--- src/rtl/id_ex_reg.sv ---
// Decode/execute pipeline register with load-use hazard detection.
// Optional bubble counter enabled by defining ID_EX_PERF_CNT_EN.
module id_ex_reg #(
  parameter int unsigned XLEN = 32,
  parameter int unsigned REGW = 5
) (
  input  logic            clk,
  input  logic            reset,
  input  logic            stall,
  input  logic            flush,
  input  logic            valid_id,
  input  logic [4:0]      aluop_id,
  input  logic            alusrc_id,
  input  logic            memtoreg_id,
  input  logic            regwrite_id,
  input  logic            memread_id,
  input  logic            memwrite_id,
  input  logic            sign_id,
  input  logic [2:0]      branch_id,
  input  logic [1:0]      length_id,
  input  logic [XLEN-1:0] pc_id,
  input  logic [XLEN-1:0] rs1data_id,
  input  logic [XLEN-1:0] rs2data_id,
  input  logic [XLEN-1:0] imm_id,
  input  logic [REGW-1:0] rs1_id,
  input  logic [REGW-1:0] rs2_id,
  input  logic [REGW-1:0] rd_id,
  output logic            valid_ex,
  output logic [4:0]      aluop_ex,
  output logic            alusrc_ex,
  output logic            memtoreg_ex,
  output logic            regwrite_ex,
  output logic            memread_ex,
  output logic            memwrite_ex,
  output logic            sign_ex,
  output logic [2:0]      branch_ex,
  output logic [1:0]      length_ex,
  output logic [XLEN-1:0] pc_ex,
  output logic [XLEN-1:0] rs1data_ex,
  output logic [XLEN-1:0] rs2data_ex,
  output logic [XLEN-1:0] imm_ex,
  output logic [REGW-1:0] rs1_ex,
  output logic [REGW-1:0] rs2_ex,
  output logic [REGW-1:0] rd_ex,
`ifdef ID_EX_PERF_CNT_EN
  output logic [31:0]     bubble_cnt,
`endif
  output logic            load_use
);

  // Reset and flush both clear the whole stage to a bubble.
  logic clear_c;
  assign clear_c = reset | flush;

  // Pipeline register; side-effecting controls are squashed for non-valid slots.
  always_ff @(posedge clk) begin
    if (clear_c) begin
      valid_ex    <= 1'b0;
      aluop_ex    <= '0;
      alusrc_ex   <= 1'b0;
      memtoreg_ex <= 1'b0;
      regwrite_ex <= 1'b0;
      memread_ex  <= 1'b0;
      memwrite_ex <= 1'b0;
      sign_ex     <= 1'b0;
      branch_ex   <= '0;
      length_ex   <= '0;
      pc_ex       <= '0;
      rs1data_ex  <= '0;
      rs2data_ex  <= '0;
      imm_ex      <= '0;
      rs1_ex      <= '0;
      rs2_ex      <= '0;
      rd_ex       <= '0;
    end else if (!stall) begin
      valid_ex    <= valid_id;
      aluop_ex    <= aluop_id;
      alusrc_ex   <= alusrc_id;
      memtoreg_ex <= memtoreg_id;
      regwrite_ex <= regwrite_id & valid_id;
      memread_ex  <= memread_id & valid_id;
      memwrite_ex <= memwrite_id & valid_id;
      sign_ex     <= sign_id;
      branch_ex   <= valid_id ? branch_id : 3'b000;
      length_ex   <= length_id;
      pc_ex       <= pc_id;
      rs1data_ex  <= rs1data_id;
      rs2data_ex  <= rs2data_id;
      imm_ex      <= imm_id;
      rs1_ex      <= rs1_id;
      rs2_ex      <= rs2_id;
      rd_ex       <= rd_id;
    end
  end

  // Load in EX whose destination (not x0) is a source of the instruction in ID.
  always_comb begin
    load_use = 1'b0;
    if (valid_ex && memread_ex && (rd_ex != '0) && valid_id &&
        ((rd_ex == rs1_id) || (rd_ex == rs2_id)))
      load_use = 1'b1;
  end

`ifdef ID_EX_PERF_CNT_EN
  localparam int unsigned CNT_W = 32;

  logic bubble_load_c;
  assign bubble_load_c = flush | (~stall & ~valid_id);

  // Saturating count of edges that load a bubble into EX.
  always_ff @(posedge clk) begin
    if (reset)
      bubble_cnt <= '0;
    else if (bubble_load_c && (bubble_cnt != {CNT_W{1'b1}}))
      bubble_cnt <= bubble_cnt + CNT_W'(1);
  end
`endif

endmodule
--- config.mk ---
export PLATFORM = sky130hd
export DESIGN_NAME = id_ex_reg
export DESIGN_NICKNAME = d
export VERILOG_FILES = /design/src/rtl/id_ex_reg.sv
export SDC_FILE = /design/constraint.sdc
export NUM_CORES = 1
export LEC_CHECK = 0
export CAP_MARGIN = 20
export CELL_PAD_IN_SITES_DETAIL_PLACEMENT = 1
export CELL_PAD_IN_SITES_GLOBAL_PLACEMENT = 1
export CORE_UTILIZATION = 28
export DETAILED_ROUTE_END_ITERATION = 8
export PLACE_DENSITY_LB_ADDON = 0.1
export SETUP_SLACK_MARGIN = 0.1
export SLEW_MARGIN = 5
export SYNTH_ARGS = -nofsm -noshare
export SYNTH_HDL_FRONTEND = slang
export SYNTH_SLANG_ARGS = --single-unit
--- constraint.sdc ---
create_clock -name clk -period 1.6 [get_ports clk]
set_input_delay 0.4 -clock clk [delete_from_list [all_inputs] [get_ports clk]]
set_output_delay 0.4 -clock clk [all_outputs]
set_load 0.05 [all_outputs]
==> Table 3: Implementation characteristics, run 1 <==
Physical implementation characteristics

Parameter                              Value

Status
  Result of the run .................. finished with violations
  Violated checks .................. negative setup slack

Worst setup path
  Crit start category .................. flop
  Timing startpoint of the critical path .................. rd_ex[1]
  Kind of capture point of the worst setup path .................. output port
  Setup slack of the worst register-to-register path .................. 0.75 ns
  Required time of the critical path .................. 1.20 ns
  Worst-case reg-to-reg path depth .................. 3
  Critical path type .................. flop to output port
  Startpoint of the worst register-to-register path .................. rd_ex[1]
  Worst R2R End .................. rd_ex[1]
  Worst-path fanout max .................. 3
  Data arrival, critical path .................. 1.72 ns

Floorplan
  # IOs .................. ~330
  Die x size .................. 145 µm
  Die Y-Extent .................. 145 µm
  Die area .................. 21100 µm²
  Fraction of the core area occupied by cells at floorplan .................. 29.0%
  Core region area .................. 19800 µm²

Run
  Tool Warnings .................. 29
  Max cap viols .................. 0

Clock network
  Post-CTS clock slew at the launch and capture registers of the worst setup and hold paths .................. roughly 0.060 ns
  Total clock sinks .................. 160
  Number of buffers created by CTS .................. 17
  Maximum count of clock buffers along a single path .................. 2
  Number of H-tree levels .................. 4
  CTS hold repair buffers .................. 0
  CTS root buf .................. sky130_fd_sc_hd__clkbuf_16
  TritonCTS clock tree .................. built
  Clock network latency to the later pin of the worst-skew pair .................. 0.42 ns

GRT
  Antenna violations before repair .................. 3
  Total gr overflow .................. 0
  Via count of the first global-routing pass .................. 5866
  Largest net degree at the start of global routing .................. 42
  Wire length of the first global-routing pass .................. 32700 µm

Routing
  Number of detailed-routing iterations run before antenna repair .................. 4
  Met2 wire len .................. 11800 µm
  WL final .................. 20900 µm
  DR DRC count .................. 0
  Antenna Nets Post-Route .................. 0
  Wire length on met1 .................. 6970 µm
  Starting DRT DRC Count .................. between 150 and 200
  Top Metal Used .................. met4
  Vias per cell .................. around 4.4
  Routed via count .................. 5062
  Wire length on met3 .................. 1740 µm

Place
  Number of placed instances, taps included .................. 1106
  RD Place Congestion .................. ~0.8
  Port Buffer Count .................. between 300 and 400
  Worst Setup Slack post-DPL .................. -0.480 ns
  HPWL after DPL .................. 16400 µm
  Post-Place Cell Area .................. approximately 11000 µm²

Timing
  Transition time at the pin with the least slew margin .................. 0.566 ns
  Worst hold slack .................. roughly 0.43 ns
  Slew Limit Fails .................. 0
  Relative slew slack .................. between 60% and 70%
  Final cycle utilization of the critical path .................. 132%
  Post-layout minimum cycle time .................. 2.12 ns
  Count of final hold-check violations .................. 0
  Total setup violations reported at the end of the flow .................. 1
  Unrepaired setup endpoints after global routing .................. true
  Setup Skew .................. 0 ns
  Final TNS setup .................. -0.516 ns
  Top achievable clock speed .................. 473 MHz
  Worst setup slack after layout .................. -0.516 ns

Logic synthesis
  Count of flip-flops with a built-in enable after synthesis .................. 0
  Most used DFF post-synth .................. sky130_fd_sc_hd__dfxtp_1
  Compound Share, Synth .................. under 10%
  Post-synth mux share .................. 26.7%
  Synthesized area divided by synthesized cell count .................. about 11 µm²
  Synth Cell Area .................. 5730 µm²
  Net count entering floorplan .................. about 700
  Share of synthesized cell area in and, or, nand and nor gates .................. between 10% and 20%
  Area fraction in full adders, half adders and majority gates .................. 0%
  XORs/XNORs by Area .................. 1.53%
  Cell types occupying the most area after synthesis .................. sky130_fd_sc_hd__dfxtp_1, sky130_fd_sc_hd__mux2i_1, sky130_fd_sc_hd__nor2_1
  Yosys cell count .................. 535
  Synth area leader .................. sky130_fd_sc_hd__dfxtp_1
  Top logic family .................. multiplexers
  Top cell types by occurrence after synthesis .................. sky130_fd_sc_hd__dfxtp_1, sky130_fd_sc_hd__nor2_1, sky130_fd_sc_hd__mux2i_1
  Number of storage elements in the synthesis netlist .................. 160
  Ys Warns .................. 0
  Cells after Synth .................. 535
  Count of different cell masters after synthesis .................. 17
  Chip area in the Yosys report .................. 5730 µm²
  Sequential area share after synthesis .................. 55.9%
  Post-synthesis async set-or-reset flop share .................. 0%
  Portion of synthesized cell area occupied by the leading cell type .................. 55.9%

Layout
  Area growth from synthesis to layout .................. 103%
  Net count, final .................. 1024
  Most common cell after layout, fill and taps aside .................. sky130_fd_sc_hd__buf_12
  Dominant logic cell types in the final layout .................. sky130_fd_sc_hd__buf_12, sky130_fd_sc_hd__clkdlybuf4s50_1, sky130_fd_sc_hd__nor2_1
  Layout cell share with drive strength beyond 1 .................. between 20% and 30%

Power and ir drop
  Leakage power figure .................. 4.87 nW
  Worst VDD drop .................. a little over 700 µV
  Total chip power .................. about 10 mW
  Total power per unit cell area .................. just under 900 nW/µm²

Worst hold path
  Destination of the worst hold path .................. rs2data_ex[7]
  Hold Startpoint .................. stall
  Hold path cells .................. 3
  Kind of path behind the tightest hold check .................. input pin to flop
==> run 1: what timing repair did <==
item	4_1_cts	5_1_grt
setup buffers	0	0
resized	3	2
setup endpoints to repair	2	4
pin swaps	2	4
==> run 1: area by class of cell <==
type	instances	area, µm²	share of cell area [%]
diodes	3	7.51	0.0645
clock buffers	20	437	3.75
clock inverters	12	159	1.37
multi-input cells	339	2360	20.3
flip-flops and latches	160	3220	27.7
well taps	265	332	2.85
repair buffers	342	5130	44.0
==> run 1: registers in the layout, summed over array words and instances, names as in the netlist <==
signal and count:
length_ex 2, aluop_ex 5, pc_ex 32, rs2data_ex 32
branch_ex 3, imm_ex 32, rs1data_ex 32, memread_ex 1
memtoreg_ex 1, rd_ex 5, sign_ex 1, rs2_ex 5
memwrite_ex 1, alusrc_ex 1, rs1_ex 5, regwrite_ex 1
valid_ex 1
==> run 1: worst max-delay path, cell delays in order, from the launching register on <==
cell and delay [ns]:
sky130_fd_sc_hd__dfxtp_4 0.35, sky130_fd_sc_hd__or4_4 0.52, sky130_fd_sc_hd__o2111ai_4 0.22, sky130_fd_sc_hd__a21oi_4 0.05
sky130_fd_sc_hd__buf_12 0.15
==> run 1: power by group <==
part | internal [mW] | total [mW] | switching [mW]
clock | 2.47 | 4.13 | 1.66
combinational | 1.08 | 1.98 | 0.900
sequential | 4.11 | 4.25 | 0.142
==> run 1: layer usage <==
metal  up-vias  GRT usage (%)
met5         -              0
met4         0           9.37
met3        32           8.02
met2       193           38.8
met1      2410           18.6
li1       2427              -
==> run 1: worst max path at each step <==
stage          endpoint  slack (ns)  cells after the start
2_1_floorplan  load_use       -0.06                      3
3_3_place_gp   load_use       -0.47                      6
3_5_place_dp   load_use       -0.48                      6
4_1_cts        load_use       -0.55                      4
5_1_grt        load_use       -0.57                      4
6_report       load_use       -0.52                      4
**Run 1: cell classes on the final placement**

Drawn at 2 px/µm.
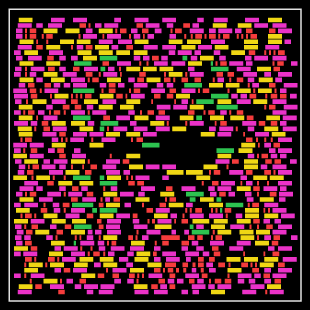
flops -> yellow  # cells 160, share of their area 28%
combinational and other logic -> red  # cells 339, share of their area 21%
clock drivers and dummy loads -> green  # cells 32, share of their area 5.3%
other buffers and delay cells -> magenta  # cells 342, share of their area 45%
final core utilization: 58.8%
area of all placed cells without fillers: 11600 µm²

**Run 1: wiring by layer**

Drawn at 2 px/µm. Two of the layers only.
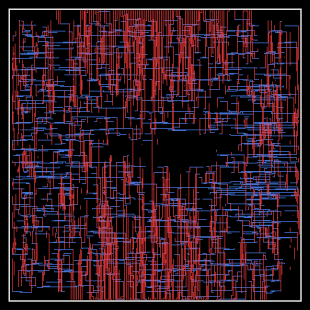
metal 1 -> blue  # wire length 6970 µm
metal 2 -> red  # wire length 11800 µm
total global-route track usage: 20.3%
post-detailed-route wirelength per cell: 18.3 µm

**Run 1: placement view**

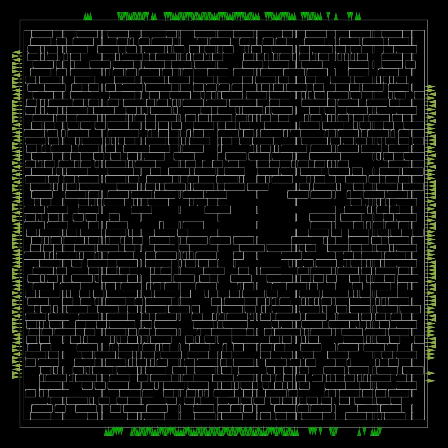
# fillers: 1977
count of standard-cell rows: 51
share of cell area taken by flip-flops and latches: 27.7%
number of standard cells in the final layout excluding fillers: 1141
tap cell count: 265

## Run 2: what changed since run 1
CAP_MARGIN = 10   (was 20)
**Run 2: sequential cells grouped by signal name**

Drawn at 4 px/µm.
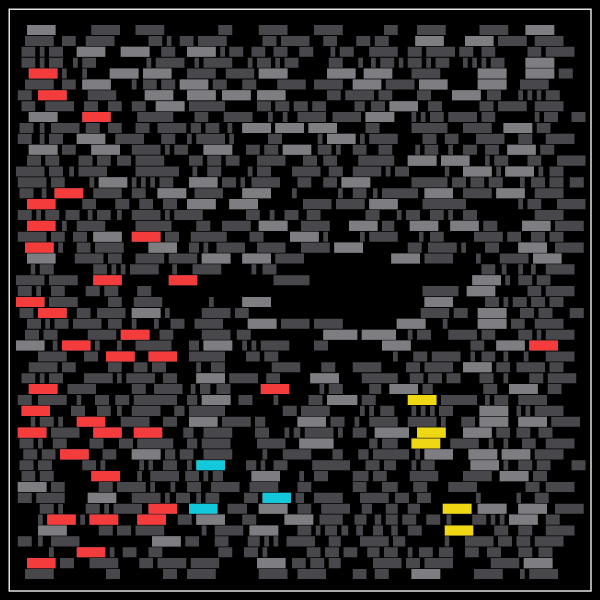
pc_ex -> red  # sequential cells 32
rs1_ex -> yellow  # sequential cells 5, where lower right
branch_ex -> cyan  # sequential cells 3
not colored = 120
Seq power: 4.25 mW
Register Area: 3220 µm²

**Run 2: cell classes on the final placement**

Drawn at 2 px/µm.
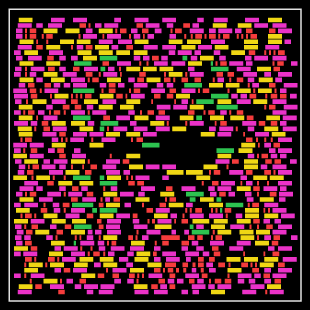
combinational and other logic -> red  # cells 339, share of their area 21%
flops -> yellow  # cells 160, share of their area 28%
other buffers and delay cells -> magenta  # cells 342, share of their area 45%
clock drivers and dummy loads -> green  # cells 32, share of their area 5.3%
core region area: 19800 µm²

==> run 2 against run 1 <==
- the run still ends with negative setup slack left
- worst hold slack stayed put
- synthesized cell count stayed put
- flip-flop count stayed put
- critical endpoint unchanged
==> Table 3: Implementation characteristics, run 2 <==
Physical implementation characteristics

Parameter                              Value

Clock network
  TritonCTS clock tree .................. built
  Clock network latency to the later pin of the worst-skew pair .................. 0.42 ns
  Total clock sinks .................. 160
  CTS root buf .................. sky130_fd_sc_hd__clkbuf_16
  Post-CTS clock slew at the launch and capture registers of the worst setup and hold paths .................. 0.06 ns
  Resized cells post-CTS .................. 3
  Number of buffers created by CTS .................. 17

Timing
  Relative slew slack .................. 62.2%
  Total setup violations reported at the end of the flow .................. 1
  Top achievable clock speed .................. 473 MHz
  Unrepaired setup endpoints after global routing .................. true
  Worst setup slack after layout .................. -0.516 ns
  Slew Limit Fails .................. 0
  Worst hold slack .................. 0.425 ns

Status
  Result of the run .................. finished with violations
  Violated checks .................. negative setup slack

GRT
  Largest net degree at the start of global routing .................. 42
  Wire length of the first global-routing pass .................. 32700 µm
  Total global-route track usage .................. 20.3%
  Antenna violations before repair .................. 3
  Total gr overflow .................. 0

Run
  Max cap viols .................. 0
  Tool Warnings .................. 29

Routing
  Post-detailed-route wirelength per cell .................. 18.3 µm
  Vias per cell .................. around 4.4
  DR DRC count .................. 0
  WL final .................. between 20000 and 25000 µm
  Routed via count .................. 5062
  Met2 wire len .................. 11800 µm
  Number of detailed-routing iterations run before antenna repair .................. 4

Layout
  Most common cell after layout, fill and taps aside .................. sky130_fd_sc_hd__buf_12
  Number of standard cells in the final layout excluding fillers .................. 1141
  Dominant logic cell types in the final layout .................. sky130_fd_sc_hd__buf_12, sky130_fd_sc_hd__clkdlybuf4s50_1, sky130_fd_sc_hd__nor2_1
  Layout cell share with drive strength beyond 1 .................. roughly a quarter
  Area occupied by multi-input gates .................. between 2000 and 2500 µm²
  Final core utilization .................. just under 60%
  Net count, final .................. roughly 1000
  # fillers .................. 1977

Place
  Worst Setup Slack post-DPL .................. -0.480 ns
  Post-Place Cell Area .................. 11000 µm²
  HPWL after DPL .................. approximately 16000 µm

Worst setup path
  Required time of the critical path .................. 1.20 ns
  Worst-case reg-to-reg path depth .................. 3
  Critical path type .................. flop to output port
  Worst-path fanout max .................. 3
  Slowest Stage Delay on Critical Path .................. 0.52 ns
  Startpoint of the worst register-to-register path .................. rd_ex[1]
  Library cell contributing the largest single delay on the critical path .................. sky130_fd_sc_hd__or4_4
  Critical path, cell by cell .................. or4_4, o2111ai_4, a21oi_4, buf_12
  Critical path depth in cells .................. 4

Logic synthesis
  Count of different cell masters after synthesis .................. 17
  Post-synthesis async set-or-reset flop share .................. 0%
  Sequential area share after synthesis .................. a little under three fifths
  Chip area in the Yosys report .................. 5730 µm²
  Portion of synthesized cell area occupied by the leading cell type .................. between 50% and 60%
  Cells after Synth .................. roughly 540
  Yosys cell count .................. 535
  Ys Warns .................. 0
  Cell types occupying the most area after synthesis .................. sky130_fd_sc_hd__dfxtp_1, sky130_fd_sc_hd__mux2i_1, sky130_fd_sc_hd__nor2_1
  Top cell types by occurrence after synthesis .................. sky130_fd_sc_hd__dfxtp_1, sky130_fd_sc_hd__nor2_1, sky130_fd_sc_hd__mux2i_1
  Most used DFF post-synth .................. sky130_fd_sc_hd__dfxtp_1
  Synth Cell Area .................. 5730 µm²

Power and ir drop
  Leakage power figure .................. 4.87 nW
  Total chip power .................. between 10 and 15 mW
  Worst VDD drop .................. a little over 700 µV

Floorplan
  Die area .................. 21100 µm²
  Fraction of the core area occupied by cells at floorplan .................. 29.0%
  Die Y-Extent .................. 145 µm
  Count of standard-cell rows .................. 51

Worst hold path
  Kind of path behind the tightest hold check .................. input pin to flop
**Run 2: placement view**

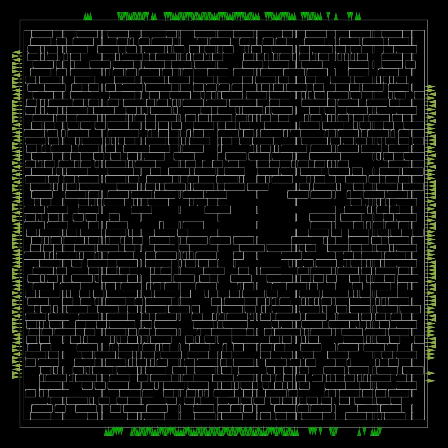
Seq Cell Count: 160

-- run 2: cell counts after synthesis --
Identical to the previous run, type by type.
-- run 2: layer usage --
| metal | global-route usage, % | vias up |
|---|---|---|
| li1 | - | 2427 |
| met1 | 18.6 | 2410 |
| met2 | 38.8 | 193 |
| met3 | 8.02 | 32 |
| met4 | 9.37 | 0 |
| met5 | 0 | - |
-- run 2: report_power, final --
group | internal (mW) | total (mW) | leakage [nW] | switching (mW)
Sequential | 4.11 | 4.25 | 1.31 | 0.142
Combinational | 1.08 | 1.98 | 3.29 | 0.900
Clock | 2.47 | 4.13 | 0.270 | 1.66
-- run 2: cell type report --
cell class | instances | area share, %
diodes | 3 | 0.0645
clock buffers | 20 | 3.75
clock inverters | 12 | 1.37
multi-input cells | 339 | 20.3
flip-flops and latches | 160 | 27.7
well taps | 265 | 2.85
repair buffers | 342 | 44.0
-- run 2: kinds of logic (layout without fill, tap and decap cells) --
group,after synthesis,after routing,share of synthesized area (%)
and+or+nand+nor,167,167,11.2
buffers and inverters,36,374,3.60
muxes,153,153,26.7
xor gates and xnor gates,10,10,1.53
AOI/OAI and AO/OA,9,9,1.11
other,0,3,0
DFF,160,160,55.9
-- run 2: worst min-delay path by stage --
| stage | start | endpoint | slack (ns) | cells after the start |
|---|---|---|---|---|
| 2_1_floorplan | rd_id[0] | rd_ex[0] | 0.54 | 2 |
| 3_3_place_gp | rs2data_ex[4] | rs2data_ex[4] | 0.54 | 2 |
| 3_5_place_dp | pc_ex[6] | pc_ex[6] | 0.55 | 2 |
| 4_1_cts | stall | rs2data_ex[7] | 0.41 | 3 |
| 5_1_grt | stall | pc_ex[11] | 0.45 | 3 |
| 6_report | stall | rs2data_ex[7] | 0.43 | 3 |
## Run 3: what changed since run 2
CTS_CLUSTER_SIZE = 24   (was default)
**Run 3: placement view**

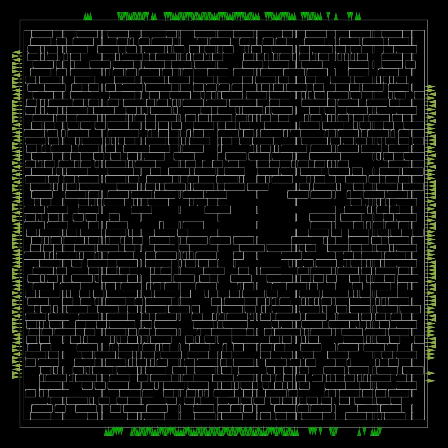

**Run 3: cell classes on the final placement**

Drawn at 2 px/µm.
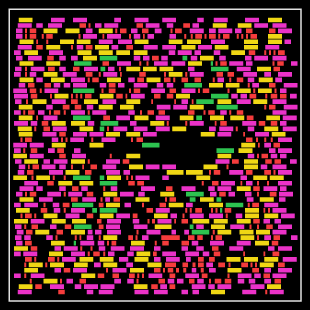
clock drivers and dummy loads -> green  # cells 32, share of their area 5.3%
other buffers and delay cells -> magenta  # cells 342, share of their area 45%
flops -> yellow  # cells 160, share of their area 28%
combinational and other logic -> red  # cells 339, share of their area 21%

==> run 3 against run 2 <==
- the run still ends with negative setup slack left
- register-to-register slack about the same
- combinational power hardly changed
- global-route usage unchanged
- area after synthesis is the same
- first-iteration DRC count did not move
- critical endpoint unchanged
==> Table 3: Implementation characteristics, run 3 <==
Physical implementation characteristics

Parameter                              Value

Status
  Result of the run .................. finished with violations
  Violated checks .................. negative setup slack

Worst setup path
  Critical path type .................. flop to output port
  Startpoint of the worst register-to-register path .................. rd_ex[1]
  Kind of capture point of the worst setup path .................. output port
  Setup slack of the worst register-to-register path .................. 0.75 ns
  Worst-path fanout max .................. 3
  Worst-case reg-to-reg path depth .................. 3
  Crit start category .................. flop
  Data arrival, critical path .................. 1.72 ns
  Worst R2R End .................. rd_ex[1]
  Required time of the critical path .................. 1.20 ns

Power and ir drop
  Total power per unit cell area .................. 891 nW/µm²
  Leakage power figure .................. between 4 and 5 nW
  Worst VDD drop .................. 718 µV
  Switching power share of the total .................. about a quarter
  Largest power group .................. registers
  Power consumed by the clock network .................. approximately 4.1 mW
  Share of total power in combinational logic .................. 19.1%
  Combinational power .................. about 2.0 mW
  Seq power .................. between 4 and 5 mW
  Total chip power .................. 10.4 mW
  Power dissipated by switching net loads .................. 2.71 mW
  Part of the power in the clock network .................. 39.8%
  Int Pwr .................. 7.66 mW
  Sequential group share of total power .................. 41.0%

Clock network
  Total clock sinks .................. 160
  Maximum count of clock buffers along a single path .................. 2
  TritonCTS clock tree .................. built
  CTS hold repair buffers .................. 0
  Number of H-tree levels .................. 4
  CTS root buf .................. sky130_fd_sc_hd__clkbuf_16
  Post-CTS clock slew at the launch and capture registers of the worst setup and hold paths .................. around 0.060 ns
  Resized cells post-CTS .................. 3
  Clock network latency to the later pin of the worst-skew pair .................. around 0.42 ns
  Number of buffers created by CTS .................. 17
  Number of setup buffers added after CTS .................. 0

Timing
  Transition time at the pin with the least slew margin .................. around 0.57 ns
  Setup Skew .................. 0 ns
  Slew Limit Fails .................. 0
  Top achievable clock speed .................. 473 MHz
  Count of final hold-check violations .................. 0
  Worst hold slack .................. roughly 0.43 ns
  Final TNS setup .................. -0.516 ns
  Total setup violations reported at the end of the flow .................. 1
  Post-layout minimum cycle time .................. about 2.1 ns
  Unrepaired setup endpoints after global routing .................. true
  Relative slew slack .................. 62.2%
  Final cycle utilization of the critical path .................. 132%
  Worst setup slack after layout .................. -0.516 ns

Worst hold path
  Hold Startpoint .................. stall
  Hold path cells .................. 3
  Destination of the worst hold path .................. rs2data_ex[7]
  Kind of path behind the tightest hold check .................. input pin to flop

Place
  RD Place Congestion .................. between 0.7 and 0.8
  Worst Setup Slack post-DPL .................. -0.480 ns
  HPWL after DPL .................. roughly 16000 µm
  Number of placed instances, taps included .................. approximately 1100
  Port Buffer Count .................. ~320

Layout
  Net count, final .................. 1024
  Area growth from synthesis to layout .................. 103%
  Most common cell after layout, fill and taps aside .................. sky130_fd_sc_hd__buf_12
  Dominant logic cell types in the final layout .................. sky130_fd_sc_hd__buf_12, sky130_fd_sc_hd__clkdlybuf4s50_1, sky130_fd_sc_hd__nor2_1
  Layout cell share with drive strength beyond 1 .................. 25.0%
  Number of standard cells in the final layout excluding fillers .................. 1141

Logic synthesis
  Most used DFF post-synth .................. sky130_fd_sc_hd__dfxtp_1
  Post-synthesis async set-or-reset flop share .................. 0%
  Synth area leader .................. sky130_fd_sc_hd__dfxtp_1
  Number of storage elements in the synthesis netlist .................. 160
  Count of flip-flops with a built-in enable after synthesis .................. 0
  Portion of synthesized cell area occupied by the leading cell type .................. a little under three fifths
  Cell types occupying the most area after synthesis .................. sky130_fd_sc_hd__dfxtp_1, sky130_fd_sc_hd__mux2i_1, sky130_fd_sc_hd__nor2_1
  Synthesized area divided by synthesized cell count .................. approximately 11 µm²
  Net count entering floorplan .................. between 600 and 700
  Synth Cell Area .................. 5730 µm²
  Cells after Synth .................. roughly 540
  Top cell types by occurrence after synthesis .................. sky130_fd_sc_hd__dfxtp_1, sky130_fd_sc_hd__nor2_1, sky130_fd_sc_hd__mux2i_1
  Chip area in the Yosys report .................. between 5000 and 6000 µm²
  Sequential area share after synthesis .................. 55.9%
  Count of different cell masters after synthesis .................. 17
  Ys Warns .................. 0
  Yosys cell count .................. between 500 and 600

Routing
  Vias per cell .................. 4.44
  Number of detailed-routing iterations run before antenna repair .................. 4
  DR DRC count .................. 0
  Post-detailed-route wirelength per cell .................. 18.3 µm
  Starting DRT DRC Count .................. 157
  Antenna Nets Post-Route .................. 0

Floorplan
  Die Y-Extent .................. about 150 µm
  # IOs .................. 325
  Die area .................. 21100 µm²
  Core region area .................. 19800 µm²
  Count of standard-cell rows .................. 51
  Die x size .................. 145 µm
  Fraction of the core area occupied by cells at floorplan .................. around 29%

GRT
  Largest net degree at the start of global routing .................. about 42
  Total global-route track usage .................. 20.3%
  Via count of the first global-routing pass .................. between 5000 and 6000
  Wire length of the first global-routing pass .................. 32700 µm
  Total gr overflow .................. 0
  Antenna violations before repair .................. 3

Run
  Max cap viols .................. 0
  Tool Warnings .................. 29
**Run 3: wiring by layer**

Drawn at 2 px/µm. Two of the layers only.
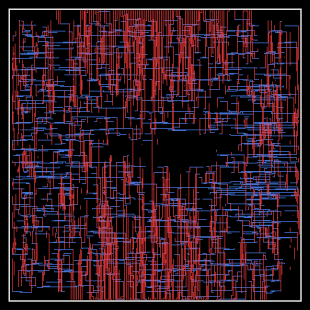
metal 2 -> red  # wire length 11800 µm
metal 1 -> blue  # wire length 6970 µm
routed via count: 5062
WL final: 20900 µm

## run 3: cell counts in the layout (fill, tap and decap cells not counted)
Identical to the previous run, type by type.
## run 3: per-stage QoR
stage / instance area (µm²) / util [%]
finish: 11600 / 58.8
global route: 11600 / 58.8
CTS: 11600 / 58.8
detailed placement: 11000 / 55.7
global placement: 11000 / 55.7
floorplan: 5760 / -
## run 3: worst max path at each step
stage                   start        to  slack (ns)  cells past startpoint
floorplan            rd_ex[0]  load_use       -0.06                      3
global placement    rs2_id[1]  load_use       -0.47                      6
detailed placement  rs1_id[4]  load_use       -0.48                      6
CTS                  rd_ex[1]  load_use       -0.55                      4
global route         rd_ex[1]  load_use       -0.57                      4
finish               rd_ex[1]  load_use       -0.52                      4
## run 3: cells by family after synthesis
logic type	share of synthesized area [%]
and+or+nand+nor	11.2
DFF	55.9
muxes	26.7
buffers and inverters	3.60
xor gates and xnor gates	1.53
AOI/OAI and AO/OA	1.11
## run 3: cell type report
| class | count | area (µm²) |
|---|---|---|
| clock inverters | 12 | 159 |
| multi-input cells | 339 | 2360 |
| repair buffers | 342 | 5130 |
| fillers | 1977 | 8140 |
| flip-flops and latches | 160 | 3220 |
| clock buffers | 20 | 437 |
| well taps | 265 | 332 |
| diodes | 3 | 7.51 |
## run 3: critical path: stages, from the launching register on
cell and delay (ns):
sky130_fd_sc_hd__dfxtp_4 0.35, sky130_fd_sc_hd__or4_4 0.52, sky130_fd_sc_hd__o2111ai_4 0.22, sky130_fd_sc_hd__a21oi_4 0.05, sky130_fd_sc_hd__buf_12 0.15
## run 3: per-layer routing
| layer | GRT usage (%) | wire (µm) |
|---|---|---|
| met2 | 38.8 | 11800 |
| met1 | 18.6 | 6970 |
| met5 | 0 | 0 |
| met4 | 9.37 | 444 |
| met3 | 8.02 | 1740 |
Power figures rest on the tool's default switching activity, not on a simulated workload.
